$ cat config.mk
export PLATFORM = sky130hd
export DESIGN_NAME = display_varredura_n_flat
export DESIGN_NICKNAME = d
export VERILOG_FILES = /design/src/rtl/display_varredura_n_if.sv /design/src/rtl/display_varredura_n.sv /design/src/flat_wrapper.sv
export SDC_FILE = /design/constraint.sdc
export NUM_CORES = 1
export LEC_CHECK = 0
export CAP_MARGIN = 0
export CORE_ASPECT_RATIO = 0.8
export CORE_MARGIN = 3
export CORE_UTILIZATION = 45
export DETAILED_ROUTE_END_ITERATION = 16
export PLACE_DENSITY = 0.75
export SKIP_LAST_GASP = 1
export SLEW_MARGIN = 20
export SYNTH_ARGS = -nofsm -noshare
export SYNTH_HDL_FRONTEND = slang
export SYNTH_SLANG_ARGS = --single-unit
export TNS_END_PERCENT = 30
$ cat constraint.sdc
create_clock -name clock -period 2.2 [get_ports clock]
set_clock_uncertainty 0.2 [all_clocks]
set_input_delay 0.44 -clock clock [delete_from_list [all_inputs] [get_ports clock]]
set_output_delay 0.44 -clock clock [all_outputs]
set_load 0.02 [all_outputs]
$ cat src/rtl/display_varredura_n_if.sv
// display_varredura_n_if: inputs and pin-level outputs of the multiplexed 7-segment driver.
interface display_varredura_n_if #(
    parameter int N_DIGITS = 4
);
    localparam int SW = $clog2(N_DIGITS);
    logic                    ligado;
    logic [4*N_DIGITS-1:0]   digitos;
    logic [N_DIGITS-1:0]     pontos;
    logic [N_DIGITS-1:0]     piscar;
    logic                    suprimir_zeros;
    logic [7:0]              segmentos;
    logic [N_DIGITS-1:0]     anodos;
    logic [SW-1:0]           digito_atual;
    logic                    fim_varredura;
    modport master (
        output ligado, digitos, pontos, piscar, suprimir_zeros,
        input  segmentos, anodos, digito_atual, fim_varredura
    );
    modport slave (
        input  ligado, digitos, pontos, piscar, suprimir_zeros,
        output segmentos, anodos, digito_atual, fim_varredura
    );
endinterface

$ cat src/rtl/display_varredura_n.sv
// display_varredura_n: self-timed multiplexed 7-segment scan with dead time,
// leading-zero suppression, per-digit blink and decimal point.
module display_varredura_n #(
    parameter int N_DIGITS     = 4,
    parameter int REFRESH_DIV  = 50000,
    parameter int BLINK_FRAMES = 64,
    parameter int ACTIVE_LOW   = 1
) (
    input  logic                      clock,
    input  logic                      reset,
    display_varredura_n_if.slave      bus
);
    localparam int SW = $clog2(N_DIGITS);
    localparam int CW = $clog2(REFRESH_DIV);
    localparam int FW = BLINK_FRAMES > 1 ? $clog2(BLINK_FRAMES) : 1;
    localparam bit AL = ACTIVE_LOW != 0;

    logic [CW-1:0]       cnt_q, cnt_d;
    logic [SW-1:0]       sel_q, sel_d;
    logic [FW-1:0]       frm_q, frm_d;
    logic                fase_q, fase_d;
    logic                fim_q, fim_d;
    logic [7:0]          seg_q, seg_d, seg_l;
    logic [N_DIGITS-1:0] an_q, an_d, an_l;
    logic [N_DIGITS-1:0] lz;
    logic [3:0]          dig;
    logic [6:0]          dec;
    logic                wrap, frame_end, last_frame, dark, off;

    always_comb begin
        wrap       = cnt_q == CW'(REFRESH_DIV - 1);
        frame_end  = wrap && sel_q == SW'(N_DIGITS - 1);
        last_frame = frm_q == FW'(BLINK_FRAMES - 1);
        cnt_d      = wrap ? '0 : cnt_q + 1'b1;
        sel_d      = frame_end ? '0 : wrap ? sel_q + 1'b1 : sel_q;
        frm_d      = frame_end ? (last_frame ? '0 : frm_q + 1'b1) : frm_q;
        fase_d     = fase_q ^ (frame_end && last_frame);
        fim_d      = frame_end;
    end

    // lz[i]: digit i and every digit above it are zero; digit 0 is never suppressed
    always_comb begin
        lz = '0;
        lz[N_DIGITS-1] = bus.digitos[4*N_DIGITS-1 -: 4] == 4'd0;
        for (int i = N_DIGITS - 2; i >= 0; i--)
            lz[i] = lz[i+1] && bus.digitos[4*i +: 4] == 4'd0;
        lz[0] = 1'b0;
    end

    always_comb begin
        dig = bus.digitos[{sel_q, 2'b00} +: 4];
        case (dig)
            4'd0:    dec = 7'b1111110;
            4'd1:    dec = 7'b0110000;
            4'd2:    dec = 7'b1101101;
            4'd3:    dec = 7'b1111001;
            4'd4:    dec = 7'b0110011;
            4'd5:    dec = 7'b1011011;
            4'd6:    dec = 7'b1011111;
            4'd7:    dec = 7'b1110000;
            4'd8:    dec = 7'b1111111;
            4'd9:    dec = 7'b1111011;
            4'd15:   dec = 7'b0000000;
            default: dec = 7'b0000001;
        endcase
    end

    // dead time slot (cnt==0) and display-off override blink, suppression and decode
    always_comb begin
        dark  = cnt_q == '0 || !bus.ligado;
        off   = dark || (bus.piscar[sel_q] && fase_q);
        seg_l = off ? 8'd0 : {(bus.suprimir_zeros && lz[sel_q]) ? 7'd0 : dec, bus.pontos[sel_q]};
        an_l  = dark ? '0 : N_DIGITS'(1) << sel_q;
        seg_d = seg_l ^ {8{AL}};
        an_d  = an_l ^ {N_DIGITS{AL}};
    end

    always_ff @(posedge clock) begin
        if (reset) begin
            cnt_q  <= '0;
            sel_q  <= '0;
            frm_q  <= '0;
            fase_q <= 1'b0;
            fim_q  <= 1'b0;
            seg_q  <= {8{AL}};
            an_q   <= {N_DIGITS{AL}};
        end else begin
            cnt_q  <= cnt_d;
            sel_q  <= sel_d;
            frm_q  <= frm_d;
            fase_q <= fase_d;
            fim_q  <= fim_d;
            seg_q  <= seg_d;
            an_q   <= an_d;
        end
    end

    assign bus.segmentos     = seg_q;
    assign bus.anodos        = an_q;
    assign bus.digito_atual  = sel_q;
    assign bus.fim_varredura = fim_q;
endmodule

$ cat src/flat_wrapper.sv
// flat-port wrapper written by rule: the top's interface ports become plain ports
module display_varredura_n_flat 
#(
    parameter int N_DIGITS     = 4,
    parameter int REFRESH_DIV  = 50000,
    parameter int BLINK_FRAMES = 64,
    parameter int ACTIVE_LOW   = 1
)
  (clock, reset, bus_ligado, bus_digitos, bus_pontos, bus_piscar, bus_suprimir_zeros, bus_segmentos, bus_anodos, bus_digito_atual, bus_fim_varredura);
  display_varredura_n_if #(.N_DIGITS(N_DIGITS)) bus_i ();
  input  logic clock;
  input  logic reset;
  input wire logic [$bits(bus_i.ligado)-1:0] bus_ligado;
  input wire logic [$bits(bus_i.digitos)-1:0] bus_digitos;
  input wire logic [$bits(bus_i.pontos)-1:0] bus_pontos;
  input wire logic [$bits(bus_i.piscar)-1:0] bus_piscar;
  input wire logic [$bits(bus_i.suprimir_zeros)-1:0] bus_suprimir_zeros;
  output wire logic [$bits(bus_i.segmentos)-1:0] bus_segmentos;
  output wire logic [$bits(bus_i.anodos)-1:0] bus_anodos;
  output wire logic [$bits(bus_i.digito_atual)-1:0] bus_digito_atual;
  output wire logic [$bits(bus_i.fim_varredura)-1:0] bus_fim_varredura;
  assign bus_i.ligado = bus_ligado;
  assign bus_i.digitos = bus_digitos;
  assign bus_i.pontos = bus_pontos;
  assign bus_i.piscar = bus_piscar;
  assign bus_i.suprimir_zeros = bus_suprimir_zeros;
  assign bus_segmentos = bus_i.segmentos;
  assign bus_anodos = bus_i.anodos;
  assign bus_digito_atual = bus_i.digito_atual;
  assign bus_fim_varredura = bus_i.fim_varredura;
  display_varredura_n #(.N_DIGITS(N_DIGITS), .REFRESH_DIV(REFRESH_DIV), .BLINK_FRAMES(BLINK_FRAMES), .ACTIVE_LOW(ACTIVE_LOW)) u_core (.clock(clock), .reset(reset), .bus(bus_i));
endmodule
==> run_1/wires.png <==
Only two layers are drawn.
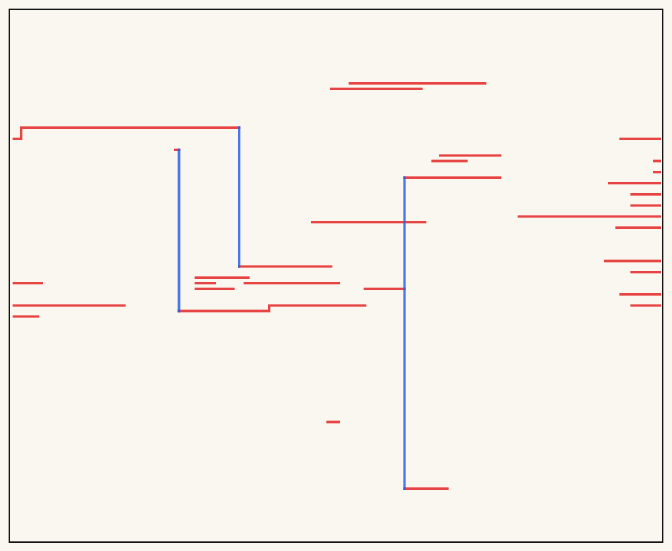
[metal 4] blue | wire length: 74.8 µm
[metal 3] red | wire length: 245 µm
Via Count: 1803
Post-Route WL: 4.667 mm

==> run_1/layer_met3.png <==
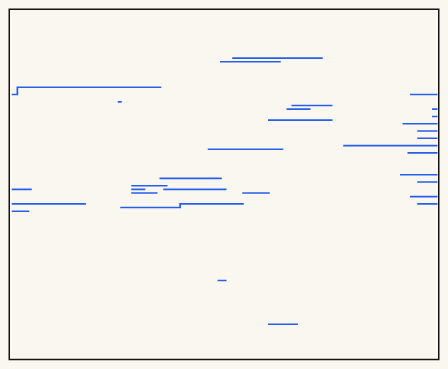
nets with wire on the layer: 26
main direction: horizontal
wire length on this layer: 245 µm

==> flow_metrics.env, run 1 <==
# source this file to load flow results
export IMPL_status="finished clean"
export IMPL_num_nonclk_buffers=66
export IMPL_busiest_layer="met1"
export IMPL_ys_sh_simple_pct=25.62
export IMPL_rows=20
export IMPL_inv_count=8
export IMPL_syn_area_mm2=0.001963
export IMPL_largest_class="combinational gates"
export IMPL_drt_iter0_drc=104
export IMPL_logic_gates=158
export IMPL_critPathRequiredTime_ns=1.56
export IMPL_numSynthFlops=38
export IMPL_yosysCellCount=212
export IMPL_clock_power_share_pct=35.9
export IMPL_wire_per_inst_um=14.02
export IMPL_post_cts_buffers=0
export IMPL_setup_viol=0
export IMPL_drc=0
export IMPL_cp_num_buf_inv=2
export IMPL_min_from="u_core.frm_q[5]$_SDFFE_PP0P_"
export IMPL_internal_power_mw=1.052
export IMPL_placed_area_mm2=0.002592
export IMPL_ff_count=38
export IMPL_most_common_layout_cells="clkdlybuf4s50_1, dfxtp_1, buf_4"
export IMPL_yosysTopAreaCell="dfxtp_1"
export IMPL_fin_util_pct=67.19
==> run_1/flops_by_reg.png <==
Other sequential cells in the stronger gray, the rest of the logic in the fainter gray.
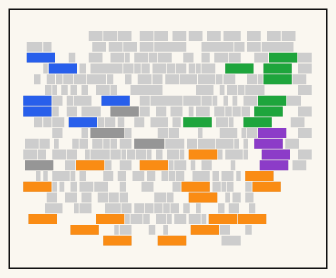
[u_core.frm_q] blue | sequential cells: 6
[u_core.bus.segmentos] green | sequential cells: 8
[u_core.cnt_q] orange | sequential cells: 16
[u_core.bus.anodos] purple | sequential cells: 4 | where: right middle
not colored: 4

==> run_1/io_placement.png <==
Pins as bars across the die edge, other pins in gray.
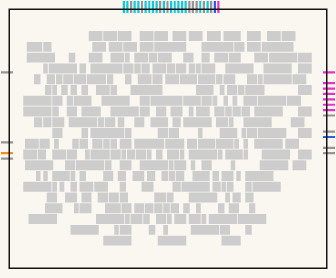
[bus_digitos] cyan | pins: 16 | direction: input | edge: top
[bus_segmentos] magenta | pins: 8 | direction: output | edge: 7 right, 1 top
[bus_digito_atual] blue | pins: 2 | direction: output | edge: 1 top, 1 right
[bus_fim_varredura] orange | pins: 1 | direction: output | edge: left
Die Y: 65.08 µm
Buffers on Ports: 42
Die X: 79.85 µm

--- run 2 (diff from run 1) ---
CTS_CLUSTER_DIAMETER = 80   (was not set)
MAX_ROUTING_LAYER = met4   (was not set)
==> run_2/io_placement.png <==
Pins as bars across the die edge, other pins in gray.
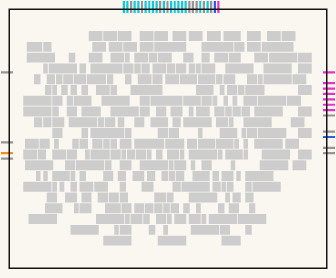
[bus_digito_atual] blue | pins: 2 | direction: output | edge: 1 top, 1 right
[bus_segmentos] magenta | pins: 8 | direction: output | edge: 7 right, 1 top
[bus_digitos] cyan | pins: 16 | direction: input | edge: top
[bus_fim_varredura] orange | pins: 1 | direction: output | edge: left
all pins by edge: 27 top, 12 right, 4 left

==> run_2/wires.png <==
Only two layers are drawn.
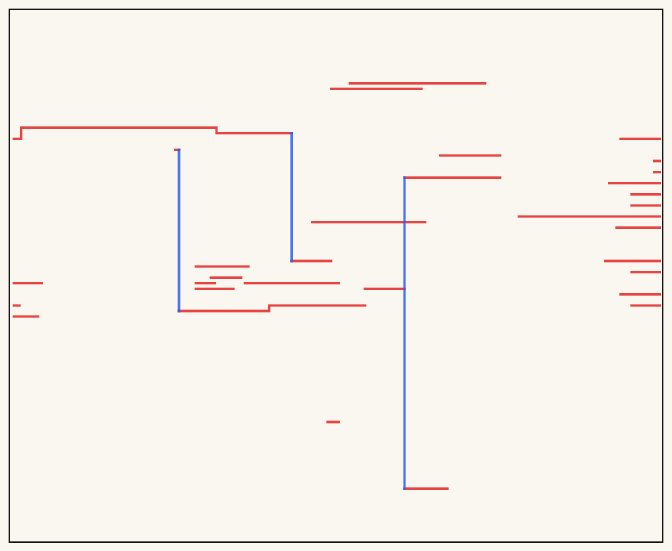
[metal 4] blue | wire length: 73.4 µm
[metal 3] red | wire length: 233 µm
GRT Resource Usage Total: 19.31%
Post-Route WL: 4.662 mm
Via Count: 1799
DR WL/cell: 14.00 µm

==> run 2 against run 1 <==
Combinational power hardly changed. Hold slack barely moved. Final area stayed put. Non-clock buffer count unchanged. Global-route usage up 0.51 points. Routed wire length fell by 0.11%. Die size unchanged. Via count fell by 0.22%. Maximum frequency about the same. Critical endpoint unchanged. Largest power group unchanged. Highest routed layer unchanged.
==> flow_metrics.env, run 2 <==
# source this file to load flow results
export IMPL_status="finished clean"
export IMPL_finalCriticalPeriod_ns=2.127
export IMPL_buffer_area_share_pct=22.42
export IMPL_cts_resized=1
export IMPL_placed_area_mm2=0.002592
export IMPL_drc=0
export IMPL_synth_top_cell_area_share_pct=38.75
export IMPL_largest_reg_flops=16
export IMPL_r2r_cells=5
export IMPL_setup_viol=0
export IMPL_mi_logic_area_mm2=0.001131
export IMPL_die_w_um=79.85
export IMPL_ys_sh_simple_pct=25.62
export IMPL_r2r_slack_ns=0.14
export IMPL_holdPathEnd="u_core.frm_q[5]$_SDFFE_PP0P_"
export IMPL_cp_arrival_ns=1.49
export IMPL_numSynthFlops=38
export IMPL_fillers=333
export IMPL_viasPerCell=5.402
export IMPL_most_common_layout_cells="clkdlybuf4s50_1, dfxtp_1, buf_4"
export IMPL_p_clk_mw=0.489
export IMPL_dp_slack_ns=-0.2005
export IMPL_ff_count=38
export IMPL_port_buffers=42
export IMPL_worst_ir_drop_vdd_uv=305.6
export IMPL_critPathRequiredTime_ns=1.56
export IMPL_fin_util_pct=67.19
export IMPL_internal_power_mw=1.052
export IMPL_rows=20
export IMPL_hp_class="flop to flop"
export IMPL_syn_area_mm2=0.001963
export IMPL_critical_path_class="flop to output port"
export IMPL_tightest_slew_ns=0.4484
export IMPL_fp_dieH_um=65.08
export IMPL_yosysCellCount=212
export IMPL_cts_tree="done"
export IMPL_num_nonclk_buffers=66
export IMPL_fmax_ghz=0.4702
export IMPL_highest_layer="met4"
export IMPL_clock_power_share_pct=35.9
export IMPL_met1_usage_pct=27.10
export IMPL_drt_iter0_drc=105
export IMPL_cp_num_buf_inv=2
export IMPL_inv_count=8
export IMPL_largest_class="combinational gates"
export IMPL_busiest_layer="met1"
export IMPL_post_cts_buffers=0
export IMPL_min_from="u_core.frm_q[5]$_SDFFE_PP0P_"
export IMPL_yosysTopAreaCell="dfxtp_1"
==> run_2/flops_by_reg.png <==
Other sequential cells in the stronger gray, the rest of the logic in the fainter gray.
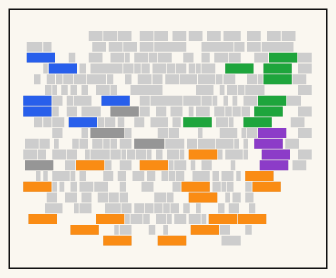
[u_core.frm_q] blue | sequential cells: 6
[u_core.cnt_q] orange | sequential cells: 16
[u_core.bus.anodos] purple | sequential cells: 4 | where: right middle
[u_core.bus.segmentos] green | sequential cells: 8
not colored: 4

==> run_2/layer_met3.png <==
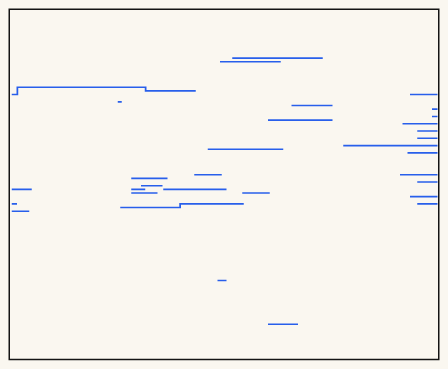

--- run 3 (diff from run 2) ---
TNS_END_PERCENT = not set   (was 30)
==> run_3/layer_met3.png <==
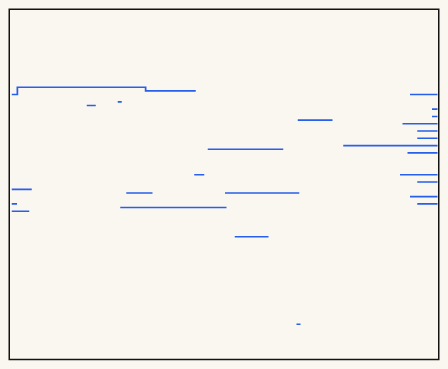
share of all routed wire: 3.7%
nets with wire on the layer: 21
Post-Route WL: 4.653 mm
met3 GRT Util: 4.722%
Via Count: 1788

==> run_3/wires.png <==
Only two layers are drawn.
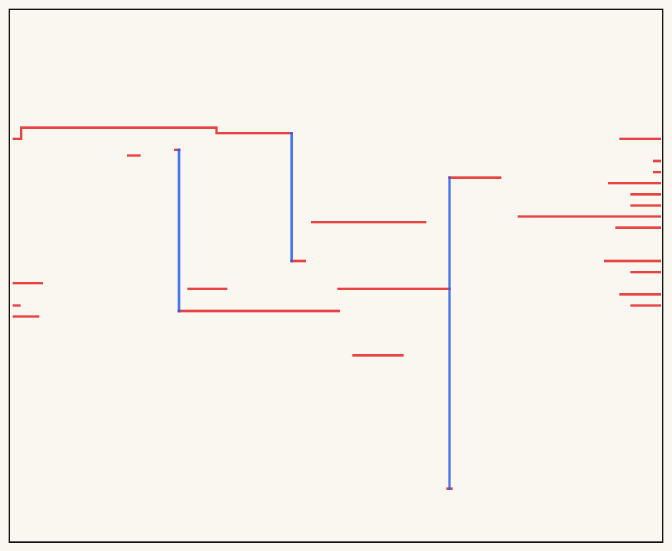
[metal 3] red | wire length: 171 µm
[metal 4] blue | wire length: 73.4 µm
GRT Resource Usage Total: 19.30%
DR WL/cell: 13.97 µm

==> run 3 against run 2 <==
Non-clock buffer count unchanged. Critical path depth unchanged. Largest power group unchanged. Register-to-register slack about the same. Count of clock-buffer cells in the layout unchanged. Final cell count unchanged. Routed wire length decreased by 0.19%. Combinational power about the same. Maximum frequency decreased by 0.37%. Final area unchanged. Via count decreased by 0.61%. Clock power about the same.
==> flow_metrics.env, run 3 <==
# source this file to load flow results
export IMPL_status="finished clean"
export IMPL_critical_path_class="flop to output port"
export IMPL_drc=0
export IMPL_synth_top_cell_area_share_pct=38.75
export IMPL_clock_power_share_pct=35.9
export IMPL_worst_ir_drop_vdd_uv=306.3
export IMPL_most_common_layout_cells="clkdlybuf4s50_1, dfxtp_1, buf_4"
export IMPL_ff_count=38
export IMPL_critPathRequiredTime_ns=1.56
export IMPL_fmax_ghz=0.4684
export IMPL_power_mw=1.364
export IMPL_placed_area_mm2=0.002592
export IMPL_p_clk_mw=0.489
export IMPL_final_clk_cell_share_pct=3.395
export IMPL_num_nonclk_buffers=66
export IMPL_mi_logic_area_mm2=0.001131
export IMPL_internal_power_mw=1.052
export IMPL_cts_tree="done"
export IMPL_finalCriticalPeriod_ns=2.135
export IMPL_cp_num_buf_inv=2
export IMPL_buffer_area_share_pct=22.42
export IMPL_post_cts_buffers=0
export IMPL_highest_layer="met4"
export IMPL_fillers=332
export IMPL_fp_dieH_um=65.08
export IMPL_r2r_cells=5
export IMPL_port_buffers=42
export IMPL_numSynthFlops=38
export IMPL_largest_class="combinational gates"
export IMPL_cts_resized=2
export IMPL_die_w_um=79.85
export IMPL_yosysCellCount=212
export IMPL_yosysTopAreaCell="dfxtp_1"
export IMPL_cts_hold_fix_buffers=0
export IMPL_tightest_slew_ns=0.4533
export IMPL_r2r_slack_ns=0.14
export IMPL_min_from="u_core.frm_q[5]$_SDFFE_PP0P_"
export IMPL_syn_area_mm2=0.001963
export IMPL_holdPathEnd="u_core.frm_q[5]$_SDFFE_PP0P_"
export IMPL_cp_arrival_ns=1.49
export IMPL_setup_viol=0
export IMPL_dp_slack_ns=-0.2005
export IMPL_viasPerCell=5.369
==> run_3/flops_by_reg.png <==
Other sequential cells in the stronger gray, the rest of the logic in the fainter gray.
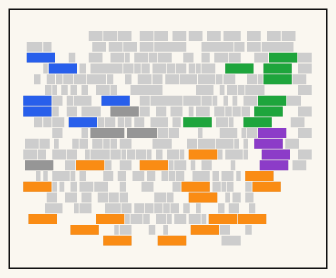
[u_core.frm_q] blue | sequential cells: 6
[u_core.bus.segmentos] green | sequential cells: 8
[u_core.cnt_q] orange | sequential cells: 16
[u_core.bus.anodos] purple | sequential cells: 4 | where: right middle
not colored: 4
Flop area: 765.7 µm²
fin util: 67.19%
Seq group: 0.704 mW

No activity file was given, so power comes from the tool's default toggle rates.
